### src/rtl/data_sram_response_if.sv
// Data SRAM response channel plus MEM-stage load context, as seen by the MEM-stage consumer.
// The slave modport is the consumer; the master modport is whoever drives the pipeline side.
interface data_sram_response_if;
  logic        req_fire_EX;
  logic        data_sram_data_ok;
  logic [31:0] data_sram_rdata;
  logic        EX_MEM_reg_valid;
  logic        mem_en_MEM;
  logic        mem_wen_MEM;
  logic        mem_w_MEM;
  logic        mem_h_MEM;
  logic        mem_hu_MEM;
  logic        mem_b_MEM;
  logic        mem_bu_MEM;
  logic        mem_wl_MEM;
  logic        mem_wr_MEM;
  logic [1:0]  byte_offset_MEM;
  logic [31:0] rt_old_MEM;
  logic        MEM_WB_reg_allow_in;
  logic        flush;
  logic [31:0] load_data_MEM;
  logic        mem_done_MEM;
  logic        EX_MEM_reg_stall_mem_not_ready;
  logic        outstanding_overflow;

  modport slave (
    input  req_fire_EX, data_sram_data_ok, data_sram_rdata, EX_MEM_reg_valid,
    input  mem_en_MEM, mem_wen_MEM, mem_w_MEM, mem_h_MEM, mem_hu_MEM, mem_b_MEM,
    input  mem_bu_MEM, mem_wl_MEM, mem_wr_MEM, byte_offset_MEM, rt_old_MEM,
    input  MEM_WB_reg_allow_in, flush,
    output load_data_MEM, mem_done_MEM, EX_MEM_reg_stall_mem_not_ready, outstanding_overflow
  );

  modport master (
    output req_fire_EX, data_sram_data_ok, data_sram_rdata, EX_MEM_reg_valid,
    output mem_en_MEM, mem_wen_MEM, mem_w_MEM, mem_h_MEM, mem_hu_MEM, mem_b_MEM,
    output mem_bu_MEM, mem_wl_MEM, mem_wr_MEM, byte_offset_MEM, rt_old_MEM,
    output MEM_WB_reg_allow_in, flush,
    input  load_data_MEM, mem_done_MEM, EX_MEM_reg_stall_mem_not_ready, outstanding_overflow
  );
endinterface

### src/rtl/data_sram_response.sv
// MEM-stage data SRAM response consumer: in-flight tracking, flush discard, one-entry
// response buffer, and little-endian load alignment/extension for WB.
module data_sram_response #(
  parameter int unsigned MAX_OUTSTANDING = 2
) (
  input logic                  clk,
  input logic                  reset,
  data_sram_response_if.slave  bus
);
  localparam int unsigned CW = $clog2(MAX_OUTSTANDING + 1);
  localparam logic [CW:0] MaxCnt = (CW + 1)'(MAX_OUTSTANDING);

  logic [CW-1:0] r_cnt;
  logic [CW-1:0] r_discard_cnt;
  logic          r_buf_valid;
  logic [31:0]   r_buf_data;
  logic          r_overflow;

  logic          w_mem_op;
  logic          w_discarding;
  logic          w_live_ok;
  logic [CW:0]   w_sum;
  logic [CW:0]   w_cnt_raw;
  logic          w_cnt_over;
  logic          w_underflow;
  logic [CW-1:0] w_cnt_next;
  logic          w_done;
  logic          w_buf_set;
  logic          w_buf_clr;
  logic          w_proto_err;
  logic [31:0]   w_raw;
  logic [7:0]    w_byte;
  logic [15:0]   w_half;
  logic [31:0]   w_load;

  assign w_mem_op     = bus.EX_MEM_reg_valid & (bus.mem_en_MEM | bus.mem_wen_MEM);
  assign w_discarding = r_discard_cnt != '0;
  assign w_live_ok    = bus.data_sram_data_ok & ~w_discarding;

  assign w_sum       = {1'b0, r_cnt} + {{CW{1'b0}}, bus.req_fire_EX};
  assign w_underflow = bus.data_sram_data_ok & (r_cnt == '0);

  // A response with nothing in flight is an error; the count floors at zero.
  always_comb begin
    w_cnt_raw = w_sum;
    if (bus.data_sram_data_ok && (w_sum != '0)) begin
      w_cnt_raw = w_sum - 1'b1;
    end
  end

  assign w_cnt_over = w_cnt_raw > MaxCnt;
  assign w_cnt_next = w_cnt_over ? MaxCnt[CW-1:0] : w_cnt_raw[CW-1:0];

  assign w_done      = w_mem_op & (r_buf_valid | w_live_ok);
  assign w_buf_set   = w_live_ok & w_mem_op & ~bus.MEM_WB_reg_allow_in & ~bus.flush;
  assign w_buf_clr   = (w_mem_op & w_done & bus.MEM_WB_reg_allow_in) | bus.flush;
  assign w_proto_err = w_live_ok & r_buf_valid;

  always_ff @(posedge clk) begin
    if (reset) begin
      r_cnt         <= '0;
      r_discard_cnt <= '0;
      r_buf_valid   <= 1'b0;
      r_buf_data    <= '0;
      r_overflow    <= 1'b0;
    end else begin
      r_cnt <= w_cnt_next;
      if (w_cnt_over || w_underflow || w_proto_err) begin
        r_overflow <= 1'b1;
      end
      // Everything still in flight after a flush belongs to killed instructions.
      if (bus.flush) begin
        r_discard_cnt <= w_cnt_next;
      end else if (bus.data_sram_data_ok && w_discarding) begin
        r_discard_cnt <= r_discard_cnt - 1'b1;
      end
      if (w_buf_clr) begin
        r_buf_valid <= 1'b0;
      end else if (w_buf_set) begin
        r_buf_valid <= 1'b1;
        r_buf_data  <= bus.data_sram_rdata;
      end
    end
  end

  assign w_raw  = r_buf_valid ? r_buf_data : bus.data_sram_rdata;
  assign w_half = bus.byte_offset_MEM[1] ? w_raw[31:16] : w_raw[15:0];

  always_comb begin
    w_byte = w_raw[7:0];
    case (bus.byte_offset_MEM)
      2'd0:    w_byte = w_raw[7:0];
      2'd1:    w_byte = w_raw[15:8];
      2'd2:    w_byte = w_raw[23:16];
      default: w_byte = w_raw[31:24];
    endcase
  end

  always_comb begin
    w_load = '0;
    if (w_done && bus.mem_en_MEM) begin
      if (bus.mem_w_MEM) begin
        w_load = w_raw;
      end else if (bus.mem_h_MEM) begin
        w_load = {{16{w_half[15]}}, w_half};
      end else if (bus.mem_hu_MEM) begin
        w_load = {16'h0000, w_half};
      end else if (bus.mem_b_MEM) begin
        w_load = {{24{w_byte[7]}}, w_byte};
      end else if (bus.mem_bu_MEM) begin
        w_load = {24'h000000, w_byte};
      end else if (bus.mem_wl_MEM) begin
        case (bus.byte_offset_MEM)
          2'd0:    w_load = {w_raw[7:0], bus.rt_old_MEM[23:0]};
          2'd1:    w_load = {w_raw[15:0], bus.rt_old_MEM[15:0]};
          2'd2:    w_load = {w_raw[23:0], bus.rt_old_MEM[7:0]};
          default: w_load = w_raw;
        endcase
      end else if (bus.mem_wr_MEM) begin
        case (bus.byte_offset_MEM)
          2'd0:    w_load = w_raw;
          2'd1:    w_load = {bus.rt_old_MEM[31:24], w_raw[31:8]};
          2'd2:    w_load = {bus.rt_old_MEM[31:16], w_raw[31:16]};
          default: w_load = {bus.rt_old_MEM[31:8], w_raw[31:24]};
        endcase
      end
    end
  end

  assign bus.load_data_MEM                  = w_load;
  assign bus.mem_done_MEM                   = w_done;
  assign bus.EX_MEM_reg_stall_mem_not_ready = w_mem_op & ~w_done & ~bus.flush;
  assign bus.outstanding_overflow           = r_overflow;
endmodule

### src/flat_wrapper.sv
// flat-port wrapper written by rule: the top's interface ports become plain ports
module data_sram_response_flat 
#(
  parameter int unsigned MAX_OUTSTANDING = 2
)
  (clk, reset, bus_req_fire_EX, bus_data_sram_data_ok, bus_data_sram_rdata, bus_EX_MEM_reg_valid, bus_mem_en_MEM, bus_mem_wen_MEM, bus_mem_w_MEM, bus_mem_h_MEM, bus_mem_hu_MEM, bus_mem_b_MEM, bus_mem_bu_MEM, bus_mem_wl_MEM, bus_mem_wr_MEM, bus_byte_offset_MEM, bus_rt_old_MEM, bus_MEM_WB_reg_allow_in, bus_flush, bus_load_data_MEM, bus_mem_done_MEM, bus_EX_MEM_reg_stall_mem_not_ready, bus_outstanding_overflow);
  data_sram_response_if bus_i ();
  input logic clk;
  input logic reset;
  input wire logic [$bits(bus_i.req_fire_EX)-1:0] bus_req_fire_EX;
  input wire logic [$bits(bus_i.data_sram_data_ok)-1:0] bus_data_sram_data_ok;
  input wire logic [$bits(bus_i.data_sram_rdata)-1:0] bus_data_sram_rdata;
  input wire logic [$bits(bus_i.EX_MEM_reg_valid)-1:0] bus_EX_MEM_reg_valid;
  input wire logic [$bits(bus_i.mem_en_MEM)-1:0] bus_mem_en_MEM;
  input wire logic [$bits(bus_i.mem_wen_MEM)-1:0] bus_mem_wen_MEM;
  input wire logic [$bits(bus_i.mem_w_MEM)-1:0] bus_mem_w_MEM;
  input wire logic [$bits(bus_i.mem_h_MEM)-1:0] bus_mem_h_MEM;
  input wire logic [$bits(bus_i.mem_hu_MEM)-1:0] bus_mem_hu_MEM;
  input wire logic [$bits(bus_i.mem_b_MEM)-1:0] bus_mem_b_MEM;
  input wire logic [$bits(bus_i.mem_bu_MEM)-1:0] bus_mem_bu_MEM;
  input wire logic [$bits(bus_i.mem_wl_MEM)-1:0] bus_mem_wl_MEM;
  input wire logic [$bits(bus_i.mem_wr_MEM)-1:0] bus_mem_wr_MEM;
  input wire logic [$bits(bus_i.byte_offset_MEM)-1:0] bus_byte_offset_MEM;
  input wire logic [$bits(bus_i.rt_old_MEM)-1:0] bus_rt_old_MEM;
  input wire logic [$bits(bus_i.MEM_WB_reg_allow_in)-1:0] bus_MEM_WB_reg_allow_in;
  input wire logic [$bits(bus_i.flush)-1:0] bus_flush;
  output wire logic [$bits(bus_i.load_data_MEM)-1:0] bus_load_data_MEM;
  output wire logic [$bits(bus_i.mem_done_MEM)-1:0] bus_mem_done_MEM;
  output wire logic [$bits(bus_i.EX_MEM_reg_stall_mem_not_ready)-1:0] bus_EX_MEM_reg_stall_mem_not_ready;
  output wire logic [$bits(bus_i.outstanding_overflow)-1:0] bus_outstanding_overflow;
  assign bus_i.req_fire_EX = bus_req_fire_EX;
  assign bus_i.data_sram_data_ok = bus_data_sram_data_ok;
  assign bus_i.data_sram_rdata = bus_data_sram_rdata;
  assign bus_i.EX_MEM_reg_valid = bus_EX_MEM_reg_valid;
  assign bus_i.mem_en_MEM = bus_mem_en_MEM;
  assign bus_i.mem_wen_MEM = bus_mem_wen_MEM;
  assign bus_i.mem_w_MEM = bus_mem_w_MEM;
  assign bus_i.mem_h_MEM = bus_mem_h_MEM;
  assign bus_i.mem_hu_MEM = bus_mem_hu_MEM;
  assign bus_i.mem_b_MEM = bus_mem_b_MEM;
  assign bus_i.mem_bu_MEM = bus_mem_bu_MEM;
  assign bus_i.mem_wl_MEM = bus_mem_wl_MEM;
  assign bus_i.mem_wr_MEM = bus_mem_wr_MEM;
  assign bus_i.byte_offset_MEM = bus_byte_offset_MEM;
  assign bus_i.rt_old_MEM = bus_rt_old_MEM;
  assign bus_i.MEM_WB_reg_allow_in = bus_MEM_WB_reg_allow_in;
  assign bus_i.flush = bus_flush;
  assign bus_load_data_MEM = bus_i.load_data_MEM;
  assign bus_mem_done_MEM = bus_i.mem_done_MEM;
  assign bus_EX_MEM_reg_stall_mem_not_ready = bus_i.EX_MEM_reg_stall_mem_not_ready;
  assign bus_outstanding_overflow = bus_i.outstanding_overflow;
  data_sram_response #(.MAX_OUTSTANDING(MAX_OUTSTANDING)) u_core (.clk(clk), .reset(reset), .bus(bus_i));
endmodule
### config.mk
export PLATFORM = sky130hd
export DESIGN_NAME = data_sram_response_flat
export DESIGN_NICKNAME = d
export VERILOG_FILES = /design/src/rtl/data_sram_response_if.sv /design/src/rtl/data_sram_response.sv /design/src/flat_wrapper.sv
export SDC_FILE = /design/constraint.sdc
export NUM_CORES = 1
export LEC_CHECK = 0
export CORE_ASPECT_RATIO = 1.4
export CORE_MARGIN = 1.5
export CORE_UTILIZATION = 35
export CTS_BUF_LIST = sky130_fd_sc_hd__clkbuf_8
export DETAILED_ROUTE_END_ITERATION = 6
export GPL_TIMING_DRIVEN = 0
export HOLD_SLACK_MARGIN = 0.15
export SETUP_SLACK_MARGIN = 0.4
export SYNTH_ARGS = -nofsm -noshare
export SYNTH_HDL_FRONTEND = slang
export SYNTH_SLANG_ARGS = --single-unit
### constraint.sdc
create_clock -name clk -period 5.9 [get_ports clk]
set_input_delay 1.18 -clock clk [delete_from_list [all_inputs] [get_ports clk]]
set_output_delay 1.18 -clock clk [all_outputs]
set_load 0.02 [all_outputs]
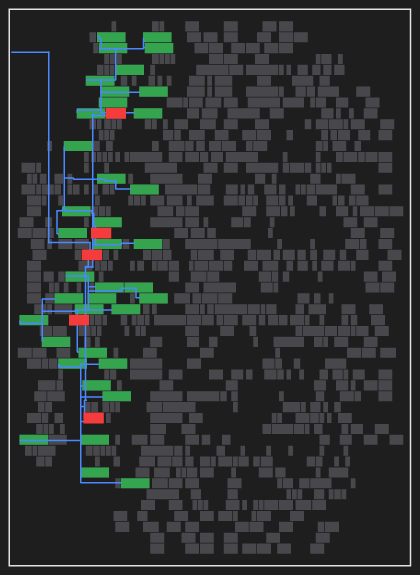
(images/clock_map.png)
(4 px per um)
[red] cells driving clock nets | count: 5
[green] flip-flops | count: 38
[blue] clock wires | length: 464 um
routed clock nets: 6
share of total power in the clock network: 0.179
Clk power: 0.166 mW

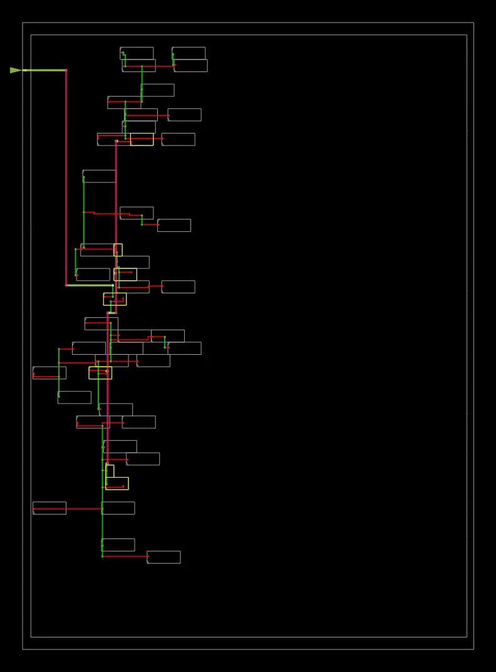
(images/final_clocks.png)
Seq cells: 38
Sink Count: 38
Clock buffer cells: 5
Final Skew: 0.00478 ns
Worst-Skew Late Latency: 0.29 ns

==> flow_metrics.env <==
# yosys + openroad results
export IMPL_floorplan_core_util=0.358
export IMPL_antenna_found_initial=0
export IMPL_yosysWarnings=0
export IMPL_r2r_start="u_core.r_cnt[0]$_SDFF_PP0_"
export IMPL_synth_area_mm2=0.00461
export IMPL_dr_first_iter_drc_count=512
export IMPL_clockBufferDepth=2
export IMPL_drv_slew=0
export IMPL_regArea_um2=761
export IMPL_area_growth_synth_to_final_pct=30.2
export IMPL_syn_inst=571
export IMPL_pre_cts_ws_ns=0.338
export IMPL_ctsHoldBuffers=0
export IMPL_power_density_mw_per_mm2=155
export IMPL_wl_um=20400
export IMPL_postCtsSetupBuffers=0
export IMPL_gp_congestion=0.961
export IMPL_ys_types=61
export IMPL_ys_top_logic_family="AND-OR/OR-AND gates"
export IMPL_power_frac_comb=0.512
export IMPL_synth_edff_count=0
export IMPL_yosys_area_share_simple=0.187
export IMPL_worstHoldStart="u_core.r_buf_data[13]$_SDFFE_PP0P_"
export IMPL_area_leaders="dfxtp_1, mux4_2, mux2i_1, nand2_1, a21oi_1"
export IMPL_syn_avg_cell_area_um2=8.07
export IMPL_timing_setup_tns_ns=0
export IMPL_peakVddDrop_uv=156
export IMPL_ys_async_sr_fraction=0
export IMPL_fmax_mhz=180
export IMPL_ys_sh_adder=0.0136
export IMPL_final_common_cell="clkdlybuf4s50_1"
export IMPL_critical_path_max_fanout=10
export IMPL_ys_chip_area_mm2=0.00461
export IMPL_synth_main_ff_cell="dfxtp_1"
export IMPL_fillers=1320
export IMPL_crit_family="buffers and inverters"
export IMPL_cp_cell_sequence="clkdlybuf4s50_1 -> nand2_1 -> nand2_1 -> nand3_1 -> clkbuf_1 -> a2111oi_0 -> clkdlybuf4s50_1"
export IMPL_io_pins=117
export IMPL_cts_buffers=5
export IMPL_status="completed"
export IMPL_logic_area_mm2=0.00353
export IMPL_fp_row_count=49
export IMPL_hpwl_um=16700
export IMPL_reg2reg_depth=10
export IMPL_h_tree_depth=2
export IMPL_netlist_area_leader_share=0.165
export IMPL_holdPathStages=2
export IMPL_cp_required_ns=4.72
export IMPL_finalPower_mw=0.930
export IMPL_p_comb_mw=0.476
export IMPL_cap_violations=0
export IMPL_setup_viol=0
export IMPL_crit_path_start="bus_data_sram_data_ok"
export IMPL_largest_area_cell="dfxtp_1"
[layer usage]
layer  up-vias  part of all wire  wire length (um)  global-route usage
met4         0             0.054              1100               0.156
met2       333              0.48              9860               0.486
li1       2429                 -                 -                   -
met1      2547              0.39              8010               0.351
met3        73             0.072              1460              0.0318
met5         -                 0                 0                   0
[cells in the mapped netlist (3+ instances only)]
| cell | n |
|---|---|
| mux2_1 | 3 |
| nor3_1 | 13 |
| nand3_1 | 18 |
| nor2_1 | 47 |
| inv_1 | 16 |
| mux2_2 | 16 |
| a211oi_1 | 13 |
| ha_1 | 5 |
| o21a_1 | 7 |
| a21oi_1 | 49 |
| o311a_1 | 6 |
| a211o_1 | 8 |
| buf_4 | 7 |
| o21ai_0 | 5 |
| nor2b_1 | 5 |
| a2111oi_1 | 6 |
| a221o_1 | 9 |
| mux4_2 | 25 |
| o22ai_1 | 11 |
| a221oi_1 | 23 |
| buf_6 | 4 |
| a221oi_2 | 6 |
| mux2i_1 | 46 |
| a211oi_2 | 4 |
| dfxtp_1 | 38 |
| clkbuf_1 | 24 |
| a31oi_1 | 4 |
| and2_1 | 8 |
| buf_2 | 13 |
| nand2_1 | 93 |
[cell type report]
cell class | instances | area share
well taps | 153 | 0.0319
inverters | 17 | 0.0106
plain buffers | 50 | 0.0434
flip-flops and latches | 38 | 0.127
clock buffers | 5 | 0.0115
repair buffers | 111 | 0.185
clock inverters | 2 | 0.00167
multi-input cells | 466 | 0.589
[through the flow]
step | std cells | area (um2) | hold slack, ns | utilization
2_1_floorplan | 571 | 4610 | 0.446 | -
4_1_cts | 842 | 6000 | 0.486 | 0.466
6_report | 842 | 6000 | 0.486 | 0.466
3_5_place_dp | 835 | 5910 | 0.476 | 0.459
5_1_grt | 842 | 6000 | 0.516 | 0.466
3_3_place_gp | 835 | 5910 | 0.463 | 0.459
Power and IR drop assume default switching activity.
